## src/rtl/sa_pkg.sv

```systemverilog
// Shared types and constants for the systolic-array output drain.
package sa_pkg;

  typedef enum logic [1:0] {
    IDLE  = 2'd0,
    SHIFT = 2'd1,
    DONE  = 2'd2
  } drain_state_t;

  localparam int unsigned SA_DRAIN_DEPTH = 2;

  // Width of a counter that must hold values 0..n inclusive.
  function automatic int unsigned sa_cnt_width(input int unsigned n);
    return $clog2(n + 1);
  endfunction

endpackage

```

## src/rtl/sa_row_fifo.sv

```systemverilog
// Small synchronous FIFO holding whole array rows between shift-out and write.
module sa_row_fifo #(
  parameter int unsigned W     = 48,
  parameter int unsigned DEPTH = 2
) (
  input  logic                         clk,
  input  logic                         rst,
  input  logic                         push,
  input  logic                         pop,
  input  logic [W-1:0]                 din,
  output logic [$clog2(DEPTH+1)-1:0]   count,
  output logic [W-1:0]                 head
);

  localparam int unsigned PW = (DEPTH > 1) ? $clog2(DEPTH) : 1;
  localparam int unsigned CW = $clog2(DEPTH + 1);

  logic [W-1:0]  mem_q [DEPTH];
  logic [W-1:0]  mem_d [DEPTH];
  logic [PW-1:0] rd_q, rd_d;
  logic [PW-1:0] wr_q, wr_d;
  logic [CW-1:0] cnt_q, cnt_d;

  function automatic logic [PW-1:0] ptr_next(input logic [PW-1:0] p);
    return (p == PW'(DEPTH - 1)) ? '0 : p + PW'(1);
  endfunction

  always_comb begin
    mem_d = mem_q;
    rd_d  = rd_q;
    wr_d  = wr_q;
    if (push) begin
      mem_d[wr_q] = din;
      wr_d        = ptr_next(wr_q);
    end
    if (pop) begin
      rd_d = ptr_next(rd_q);
    end
    cnt_d = cnt_q + CW'(push) - CW'(pop);
  end

  always_ff @(posedge clk or posedge rst) begin
    if (rst) begin
      mem_q <= '{default: '0};
      rd_q  <= '0;
      wr_q  <= '0;
      cnt_q <= '0;
    end else begin
      mem_q <= mem_d;
      rd_q  <= rd_d;
      wr_q  <= wr_d;
      cnt_q <= cnt_d;
    end
  end

  assign count = cnt_q;
  assign head  = mem_q[rd_q];

  // The producer's credit check must keep these unreachable.
  a_no_overflow: assert property (@(posedge clk) disable iff (rst)
    !(push && !pop && (cnt_q == CW'(DEPTH))));
  a_no_underflow: assert property (@(posedge clk) disable iff (rst)
    !(pop && (cnt_q == '0)));

endmodule

```

## src/rtl/sa_out_drain.sv

```systemverilog
// Drains result rows out of the PE array into result memory with backpressure.
module sa_out_drain
  import sa_pkg::*;
#(
  parameter int unsigned X  = 3,
  parameter int unsigned Y  = 3,
  parameter int unsigned DW = 16,
  parameter int unsigned AW = 8
) (
  input  logic              clk,
  input  logic              sys_rst,
  input  logic              cal_done,
  input  logic [AW-1:0]     base_addr,
  output logic              arr_shift_en,
  input  logic [Y*DW-1:0]   arr_out_data,
  output logic              wr_en,
  output logic [AW-1:0]     wr_addr,
  output logic [Y*DW-1:0]   wr_data,
  input  logic              wr_ready,
  output logic              busy,
  output logic              drain_done,
  output logic              overrun
);

  localparam int unsigned CW  = sa_cnt_width(X);
  localparam int unsigned RW  = Y * DW;
  localparam int unsigned FCW = $clog2(SA_DRAIN_DEPTH + 1);
  localparam int unsigned OW  = FCW + 1;

  drain_state_t  state_q, state_d;
  logic [CW-1:0] issued_q, issued_d;
  logic [CW-1:0] written_q, written_d;
  logic [AW-1:0] base_q, base_d;
  logic          inflight_q, inflight_d;
  logic          overrun_q, overrun_d;

  logic [FCW-1:0] fifo_count;
  logic [RW-1:0]  fifo_head;
  logic           pop_c;
  logic [OW-1:0]  occupancy_c;

  sa_row_fifo #(
    .W     (RW),
    .DEPTH (SA_DRAIN_DEPTH)
  ) u_row_fifo (
    .clk   (clk),
    .rst   (sys_rst),
    .push  (inflight_q),
    .pop   (pop_c),
    .din   (arr_out_data),
    .count (fifo_count),
    .head  (fifo_head)
  );

  // Credit counts buffered plus in-flight rows; a same-cycle pop frees a slot.
  assign pop_c        = wr_en && wr_ready;
  assign occupancy_c  = OW'(fifo_count) + OW'(inflight_q);
  assign arr_shift_en = (state_q == SHIFT) && (issued_q < CW'(X)) &&
                        (occupancy_c < (OW'(SA_DRAIN_DEPTH) + OW'(pop_c)));

  assign wr_en      = (fifo_count != '0);
  assign wr_data    = fifo_head;
  assign wr_addr    = base_q + AW'(written_q);
  assign busy       = (state_q != IDLE);
  assign drain_done = (state_q == DONE);
  assign overrun    = overrun_q;

  always_comb begin
    state_d    = state_q;
    issued_d   = issued_q;
    written_d  = written_q;
    base_d     = base_q;
    inflight_d = arr_shift_en;
    overrun_d  = overrun_q | (cal_done && (state_q != IDLE));

    case (state_q)
      IDLE: begin
        if (cal_done) begin
          state_d   = SHIFT;
          base_d    = base_addr;
          issued_d  = '0;
          written_d = '0;
        end
      end
      SHIFT: begin
        if (arr_shift_en) begin
          issued_d = issued_q + CW'(1);
        end
        if (pop_c) begin
          written_d = written_q + CW'(1);
          if (written_q == CW'(X - 1)) begin
            state_d = DONE;
          end
        end
      end
      DONE:    state_d = IDLE;
      default: state_d = IDLE;
    endcase
  end

  always_ff @(posedge clk or posedge sys_rst) begin
    if (sys_rst) begin
      state_q    <= IDLE;
      issued_q   <= '0;
      written_q  <= '0;
      base_q     <= '0;
      inflight_q <= 1'b0;
      overrun_q  <= 1'b0;
    end else begin
      state_q    <= state_d;
      issued_q   <= issued_d;
      written_q  <= written_d;
      base_q     <= base_d;
      inflight_q <= inflight_d;
      overrun_q  <= overrun_d;
    end
  end

endmodule

```

## config.mk

```make
export PLATFORM = sky130hd
export DESIGN_NAME = sa_out_drain
export DESIGN_NICKNAME = d
export VERILOG_FILES = /design/src/rtl/sa_pkg.sv /design/src/rtl/sa_row_fifo.sv /design/src/rtl/sa_out_drain.sv
export SDC_FILE = /design/constraint.sdc
export NUM_CORES = 1
export LEC_CHECK = 0
export CAP_MARGIN = 0
export CORE_AREA = 2 2 105 107
export CTS_BUF_LIST = sky130_fd_sc_hd__clkbuf_8 sky130_fd_sc_hd__clkbuf_16
export CTS_CLUSTER_DIAMETER = 80
export DETAILED_ROUTE_END_ITERATION = 10
export DIE_AREA = 0 0 107 109
export PLACE_DENSITY = 0.8
export SLEW_MARGIN = 20
export SYNTH_ARGS = -nofsm -noshare
export SYNTH_HDL_FRONTEND = slang
export SYNTH_SLANG_ARGS = --single-unit
```

## constraint.sdc

```tcl
create_clock -name clk -period 4.05 [get_ports clk]
set_input_delay 0.405 -clock clk [delete_from_list [all_inputs] [get_ports clk]]
set_output_delay 0.405 -clock clk [all_outputs]
set_load 0.02 [all_outputs]
```

==> flow_summary.toml, run 1 <==
# generated from flow reports
[yosys]
top_cell_area_share_pct = 56.1
edf_count = 0
muxShareOfSynthArea_pct = 33.5
ys_sh_simple_pct = 2.44
xor_share_pct = 1.69
ys_seq_share_pct = 56.1
top_area_cell = "dfrtp_1"
ys_types = 32
yosysCellCount = 343
common_cells = "140 x mux2_2, 116 x dfrtp_1, 12 x mux2_1"
syn-num-nets = 412
async_flop_share_pct = 100
ys_sh_adder_pct = 2.32
area_leaders = "dfrtp_1 56%, mux2_2 30%, mux2_1 2.6%, ha_1 1.9%, xnor2_1 1.4%"
ys_area_um2 = 5180
flop_cell = "dfrtp_1"
synth_cells = 343
netlist_area_um2 = 5180
aoi_share_pct = 1.52
synth_flops = 116
synth_warnings = 0
syn_area_per_cell_um2 = 15.1
most_common_cell = "mux2_2"

[placed_design]
dp.cells = 593
io_buffers = 120
place_ws_ns = 1.65
gp_congestion = 0.739
placed_cell_area_um2 = 6510
dp.final_hpwl_um = 7080

[sta]
period_needed_ns = 2.90
finalSetupTns_ns = 0
finalWorstSetupSlack_ns = 1.15
tightest_slew_ns = 0.816
slew_headroom_pct = 45.6
setup_viol = 0
rsz0062_at_grt = "false"
holdWs_ns = 0.430
period_used_pct = 71.7
hold_violations = 0
finalMaxSlewViolations = 0
fmaxAchievable_mhz = 344

[cts]
cts_resized = 0
cts_max_level = 4
postCtsSetupBuffers = 0
clkSlewWorstSetupHoldPaths_ns = 0.06
cts_hold_buf = 0
cts_inserted_buffers = 17
cts_root_buf = "clkbuf_8"
cts_tree = "yes"
cts.sinks = 116

[power]
total_power_mw = 7.02
pwr-share-seq_pct = 30.2
comb-power_mw = 3.42
leakagePower_nw = 2.99
comb_power_share_pct = 48.8
max-vdd-ir-drop_mv = 0.464
powerSeq_mw = 2.12
cellPowerDensity_nw_per_um2 = 987
power_leader = "combinational logic"
swShare_pct = 34.3

[route]
num_vias = 3215
first_iter_violations = 76
drc = 0
wl_met1_um = 4510
antenna_left = 0
dr_wl_met3_um = 637
vias_per_cell = 5.14
wl_per_cell_um = 16.9
routed.top_layer = "met4"
route.met2.wl_um = 5350
drt_pass1_iterations = 4

[grt]
grt_use_total_pct = 19.3
use_met2_pct = 33.0
first_global_vias = 3558
grt_pass1_wl_um = 17100
grt_antenna_before_repair = 0
top_usage_layer = "met2"
met1_usage_pct = 23.0
gr-total-overflow = 0

[layout]
stdcell_area_um2 = 7110
buffer_area_share_pct = 17.5
comb_cells = 204
inverters = 7
fill_cells = 713
regMostFlops = "u_row_fifo.mem_q"
seq_share_pct = 40.9
lay_top_count = "mux2_2"
layout.non_clock_buffers = 126
drive_above_1_share_pct = 39.4
ff_latch_area_um2 = 2900
largest_registers = "u_row_fifo.mem_q (96), base_q (8)"
layout_top_cells = "140 x mux2_2, 120 x clkdlybuf4s50_1, 115 x dfrtp_1"
areaGrowthSynthToFinish_pct = 37.2
fin_nets = 541
largest_reg_flops = 96
antenna_cells = 0

[floorplanning]
io_pins = 121
die_h_um = 109
rows = 38
n_tap_cell = 140
die_x_um = 107

[worst_setup_path]
timing.rr.start = "u_row_fifo.wr_q$_DFFE_PP0P_"
worstSetupPathDepth = 6
crit_chain = "ha_1 > ha_1 > nor4b_1 > nand2_1 > inv_1 > clkdlybuf4s50_1"
crit_family = "buffers and inverters"
cp.required_ns = 3.64
crit_type = "reg -> out"
worstPathArrival_ns = 2.50
r2r-end = "u_row_fifo.mem_q[72]$_DFFE_PP0P_"
max_stage_delay_ns = 0.61
crit_start = "inflight_q$_DFF_PP0_"
rr_worst_depth = 3
critPathSlowestCell = "clkdlybuf4s50_1"
cp_common_cell = "ha_1"
reg2reg_setup_slack_ns = 2.13
cp_max_fo = 5

[flow_run]
max_cap_violations = 0
warnings = 26

[status]
outcome = "finished, final reports clean"

[worst_hold_path]
hold_path_class = "in -> async"
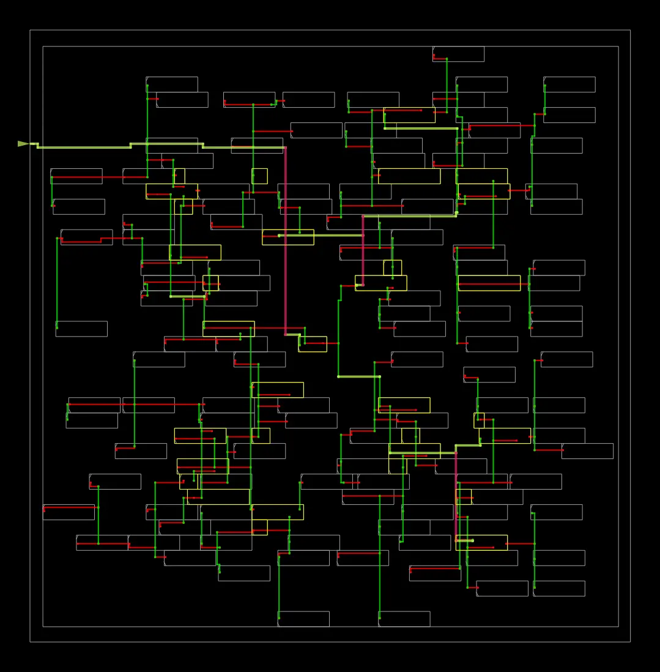
Run 1: clock nets
CLK BUF: 17
Clock Latency Late Sink: 0.50 ns
Clk power: 1.47 mW

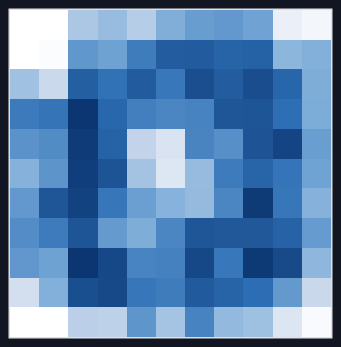
Run 1: placement density heat map
Drawn at 3 px/um. 11 x 11 tiles, from white (low) to dark blue (high), 0 to 100% covered.
mean over tiles: 59%
emptiest ninth of the die: upper left
fullest tile: 98%
nearly empty tiles: 5.0%
tiles over 75% full: 33%
FP Util: 48.8%
Final Util: 67.0%
Core Region: 10600 um^2

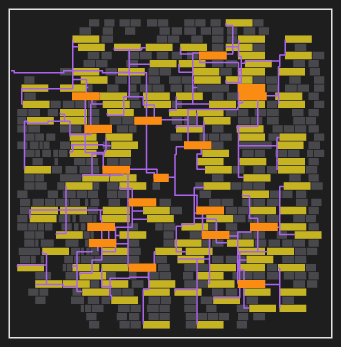
Run 1: routed clock nets over the placement
Drawn at 3 px/um.
[orange] clock-net drivers | count: 17
[yellow] flip-flops | count: 116
[purple] clock wires | length: 1360 um
flops lie: widely spread
routed clock nets: 18
power share of the clock group: 21.0%
Setup Skew: 0.00773 ns

Run 1, M3 wires:
Drawn at 4 px/um. Cells faint in the background.
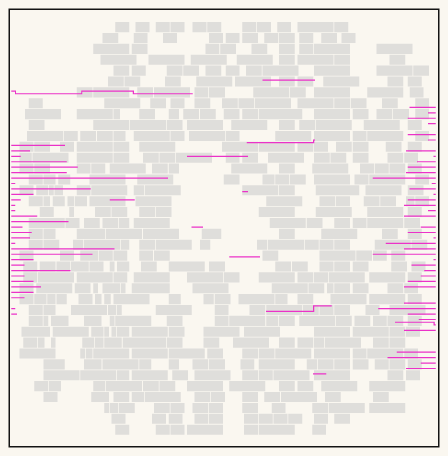

==> run 2, diff against run 1 <==
clock period = 2.9 ns   (was 4.05 ns; I/O delays follow)
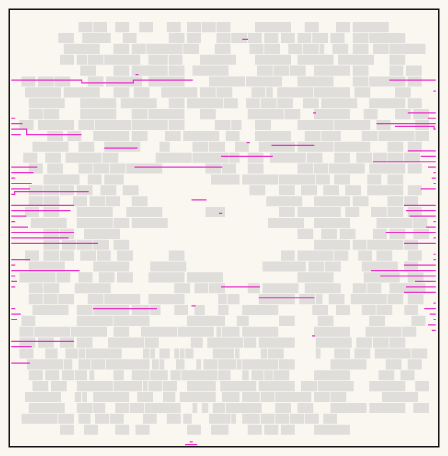
Run 2: M3 wires
Drawn at 4 px/um. Cells faint in the background.
share of all routed wire: 5.2%
nets with wire on the layer: 71
main direction: horizontal
met3 usage: 5.86%
final WL: 10300 um
via count: 3214

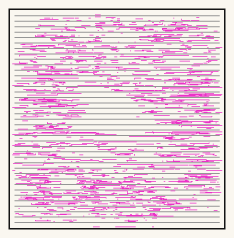
Run 2: signal wires on met1
Drawn at 2 px/um. Supply wires on this layer in grey.
nets with wire on the layer: 476
share of all routed wire: 43%
main direction: horizontal
wire length on this layer: 4420 um
GRT met1 Usage: 22.4%

==> flow_summary.toml, run 2 <==
# generated from flow reports
[worst_setup_path]
cp.required_ns = 2.61
crit_type = "reg -> out"
worstSetupPathDepth = 5
worstPathArrival_ns = 2.48
crit_start = "written_q[0]$_DFFE_PP0P_"
crit_family = "adder cells"
timing.rr.start = "inflight_q$_DFF_PP0_"
max_stage_delay_ns = 0.62
cp_max_fo = 5
critPathSlowestCell = "clkdlybuf4s50_1"
r2r-end = "u_row_fifo.mem_q[65]$_DFFE_PP0P_"
rr_worst_depth = 3
crit_chain = "ha_1 > fa_1 > nand3_1 > xnor2_1 > clkdlybuf4s50_1"
reg2reg_setup_slack_ns = 1.08

[yosys]
muxShareOfSynthArea_pct = 33.5
async_flop_share_pct = 100
top_cell_area_share_pct = 56.1
flop_cell = "dfrtp_1"
ys_types = 32
aoi_share_pct = 1.52
edf_count = 0
top_area_cell = "dfrtp_1"
synth_flops = 116
syn_area_per_cell_um2 = 15.1
common_cells = "140 x mux2_2, 116 x dfrtp_1, 12 x mux2_1"
synth_warnings = 0
syn-num-nets = 412
synth_cells = 343
yosysCellCount = 343
ys_sh_simple_pct = 2.44
area_leaders = "dfrtp_1 56%, mux2_2 30%, mux2_1 2.6%, ha_1 1.9%, xnor2_1 1.4%"
ys_seq_share_pct = 56.1
xor_share_pct = 1.69
ys_sh_adder_pct = 2.32
netlist_area_um2 = 5180
most_common_cell = "mux2_2"

[cts]
cts_root_buf = "clkbuf_8"
cts.sinks = 116
cts_tree = "yes"
cts_inserted_buffers = 17
cts_resized = 0
cts_max_level = 4
postCtsSetupBuffers = 0
clk_latency_ns = 0.50
cts_hold_buf = 0
clkSlewWorstSetupHoldPaths_ns = 0.06

[power]
cellPowerDensity_nw_per_um2 = 1370
swShare_pct = 33.5
clkPwrFrac_pct = 20.9
total_power_mw = 9.79
comb-power_mw = 4.81
power.clock.total_mw = 2.04
max-vdd-ir-drop_mv = 0.657
pwr-share-seq_pct = 29.9
powerSeq_mw = 2.93
power_leader = "combinational logic"
comb_power_share_pct = 49.2
leakagePower_nw = 3.02

[sta]
finalWorstSetupSlack_ns = 0.126
holdWs_ns = 0.312
finalSetupTns_ns = 0
rsz0062_at_grt = "false"
slew_headroom_pct = 59.4
setup_viol = 0
finalMaxSlewViolations = 0
fin_worst_skew_ns = 0.00434
period_used_pct = 95.7
tightest_slew_ns = 0.609
period_needed_ns = 2.77
hold_violations = 0

[floorplanning]
initCoreUtil_pct = 48.8
die_h_um = 109
rows = 38
n_tap_cell = 140
die_x_um = 107
coreArea_um2 = 10600
chipArea_um2 = 11700
io_pins = 121

[layout]
stdcell_area_um2 = 7130
buffer_area_share_pct = 17.9
regMostFlops = "u_row_fifo.mem_q"
drive_above_1_share_pct = 39.0
layout_top_cells = "140 x mux2_2, 119 x clkdlybuf4s50_1, 115 x dfrtp_1"
antenna_cells = 0
final_util_pct = 67.3
lay_top_count = "mux2_2"
comb_cells = 204
largest_reg_flops = 96
largest_registers = "u_row_fifo.mem_q (96), base_q (8)"
inverters = 7
ff_latch_area_um2 = 2900
areaGrowthSynthToFinish_pct = 37.8
layout.non_clock_buffers = 126
fin_nets = 541

[grt]
first_global_vias = 3514
grt_antenna_before_repair = 0
gr-total-overflow = 0
use_met2_pct = 32.8
top_usage_layer = "met2"
grt_use_total_pct = 19.0
grt_pass1_wl_um = 17100

[route]
dr_wl_met3_um = 536
first_iter_violations = 105
wl_met1_um = 4420
vias_per_cell = 5.15
drt_pass1_iterations = 4
routed.top_layer = "met4"
drc = 0
wl_per_cell_um = 16.6
route.met2.wl_um = 5230
antenna_left = 0

[placed_design]
gp_congestion = 0.738
dp.final_hpwl_um = 6930
placed_cell_area_um2 = 6540
io_buffers = 120
place_ws_ns = 0.599
dp.cells = 593

[worst_hold_path]
hold_path_class = "in -> async"

[status]
outcome = "finished, final reports clean"

[flow_run]
warnings = 28
Run 2, routed clock nets over the placement:
Drawn at 3 px/um.
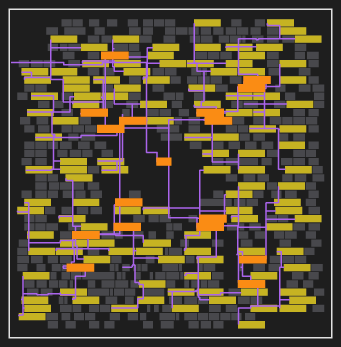

==> run 3, diff against run 2 <==
SYNTH_HIERARCHICAL = 1   (was unset)
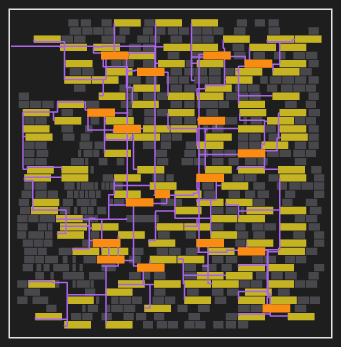
Run 3: routed clock nets over the placement
Drawn at 3 px/um.
[purple] clock wires | length: 1440 um
[yellow] flip-flops | count: 116
[orange] clock-net drivers | count: 17
flops lie: widely spread
routed clock nets: 18
power share of the clock group: 19.7%
Setup Skew: 0.00900 ns

==> flow_summary.toml, run 3 <==
# generated from flow reports
[status]
outcome = "finished, final reports clean"

[power]
power.clock.total_mw = 1.88
swShare_pct = 33.8
leakagePower_nw = 3.06
total_power_mw = 9.54
pwr-share-seq_pct = 30.9
cellPowerDensity_nw_per_um2 = 1350
power_leader = "combinational logic"

[sta]
holdWs_ns = 0.239
rsz0062_at_grt = "false"
finalSetupTns_ns = 0
tightest_slew_ns = 0.807
period_needed_ns = 2.74
setup_viol = 0
hold_violations = 0
finalMaxSlewViolations = 0
finalWorstSetupSlack_ns = 0.162

[route]
drc = 0
route.met2.wl_um = 5280
first_iter_violations = 79
dr_wl_met3_um = 559
drt_pass1_iterations = 4
wl_met1_um = 4370
wl_um = 10400
num_vias = 3206
routed.top_layer = "met4"

[grt]
first_global_vias = 3524
grt_antenna_before_repair = 0
grt_pass1_wl_um = 17000
use_met3_pct = 5.74
top_usage_layer = "met2"
use_met2_pct = 32.5
met1_usage_pct = 22.9

[floorplanning]
io_pins = 121
die_h_um = 109
n_tap_cell = 140
rows = 38
coreArea_um2 = 10600

[layout]
comb_cells = 202
largest_registers = "u_row_fifo/mem_q (96), base_q (8)"
fin_nets = 546
layout_top_cells = "123 x mux2_2, 118 x clkdlybuf4s50_1, 115 x dfrtp_1"
antenna_cells = 0
ff_latch_area_um2 = 2900
largest_reg_flops = 96
layout.non_clock_buffers = 127
drive_above_1_share_pct = 35.1
regMostFlops = "u_row_fifo/mem_q"
areaGrowthSynthToFinish_pct = 36.3
inverters = 13

[worst_setup_path]
crit_family = "buffers and inverters"
cp_max_fo = 4
cp.required_ns = 2.61
critPathSlowestCell = "clkdlybuf4s50_1"
max_stage_delay_ns = 0.63
worstPathArrival_ns = 2.45
crit_start = "written_q[1]$_DFFE_PP0P_"

[cts]
cts_inserted_buffers = 17
postCtsSetupBuffers = 0
cts_resized = 1
cts_root_buf = "clkbuf_8"
cts.sinks = 116
cts_hold_buf = 0
clk_latency_ns = 0.51

[yosys]
ys_sh_simple_pct = 2.26
async_flop_share_pct = 100
xor_share_pct = 1.68
syn-num-nets = 416
synth_cells = 347
netlist_area_um2 = 5200
synth_flops = 116
edf_count = 0
common_cells = "123 x mux2_2, 116 x dfrtp_1, 23 x mux2_1"
top_cell_area_share_pct = 55.8
flop_cell = "dfrtp_1"
yosysCellCount = 347
top_area_cell = "dfrtp_1"
muxShareOfSynthArea_pct = 34.1

[placed_design]
dp.cells = 598

[flow_run]
warnings = 26
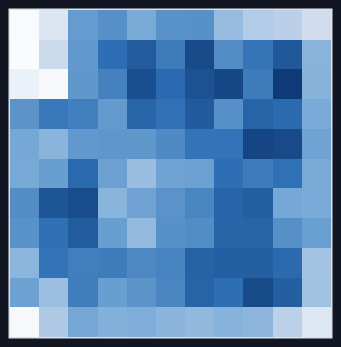
Run 3: placement density heat map
Drawn at 3 px/um. 11 x 11 tiles, from white (low) to dark blue (high), 0 to 100% covered.
Final Util: 66.9%
FP Util: 49.0%

Power figures rest on the tool's default switching activity, not on a simulated workload.
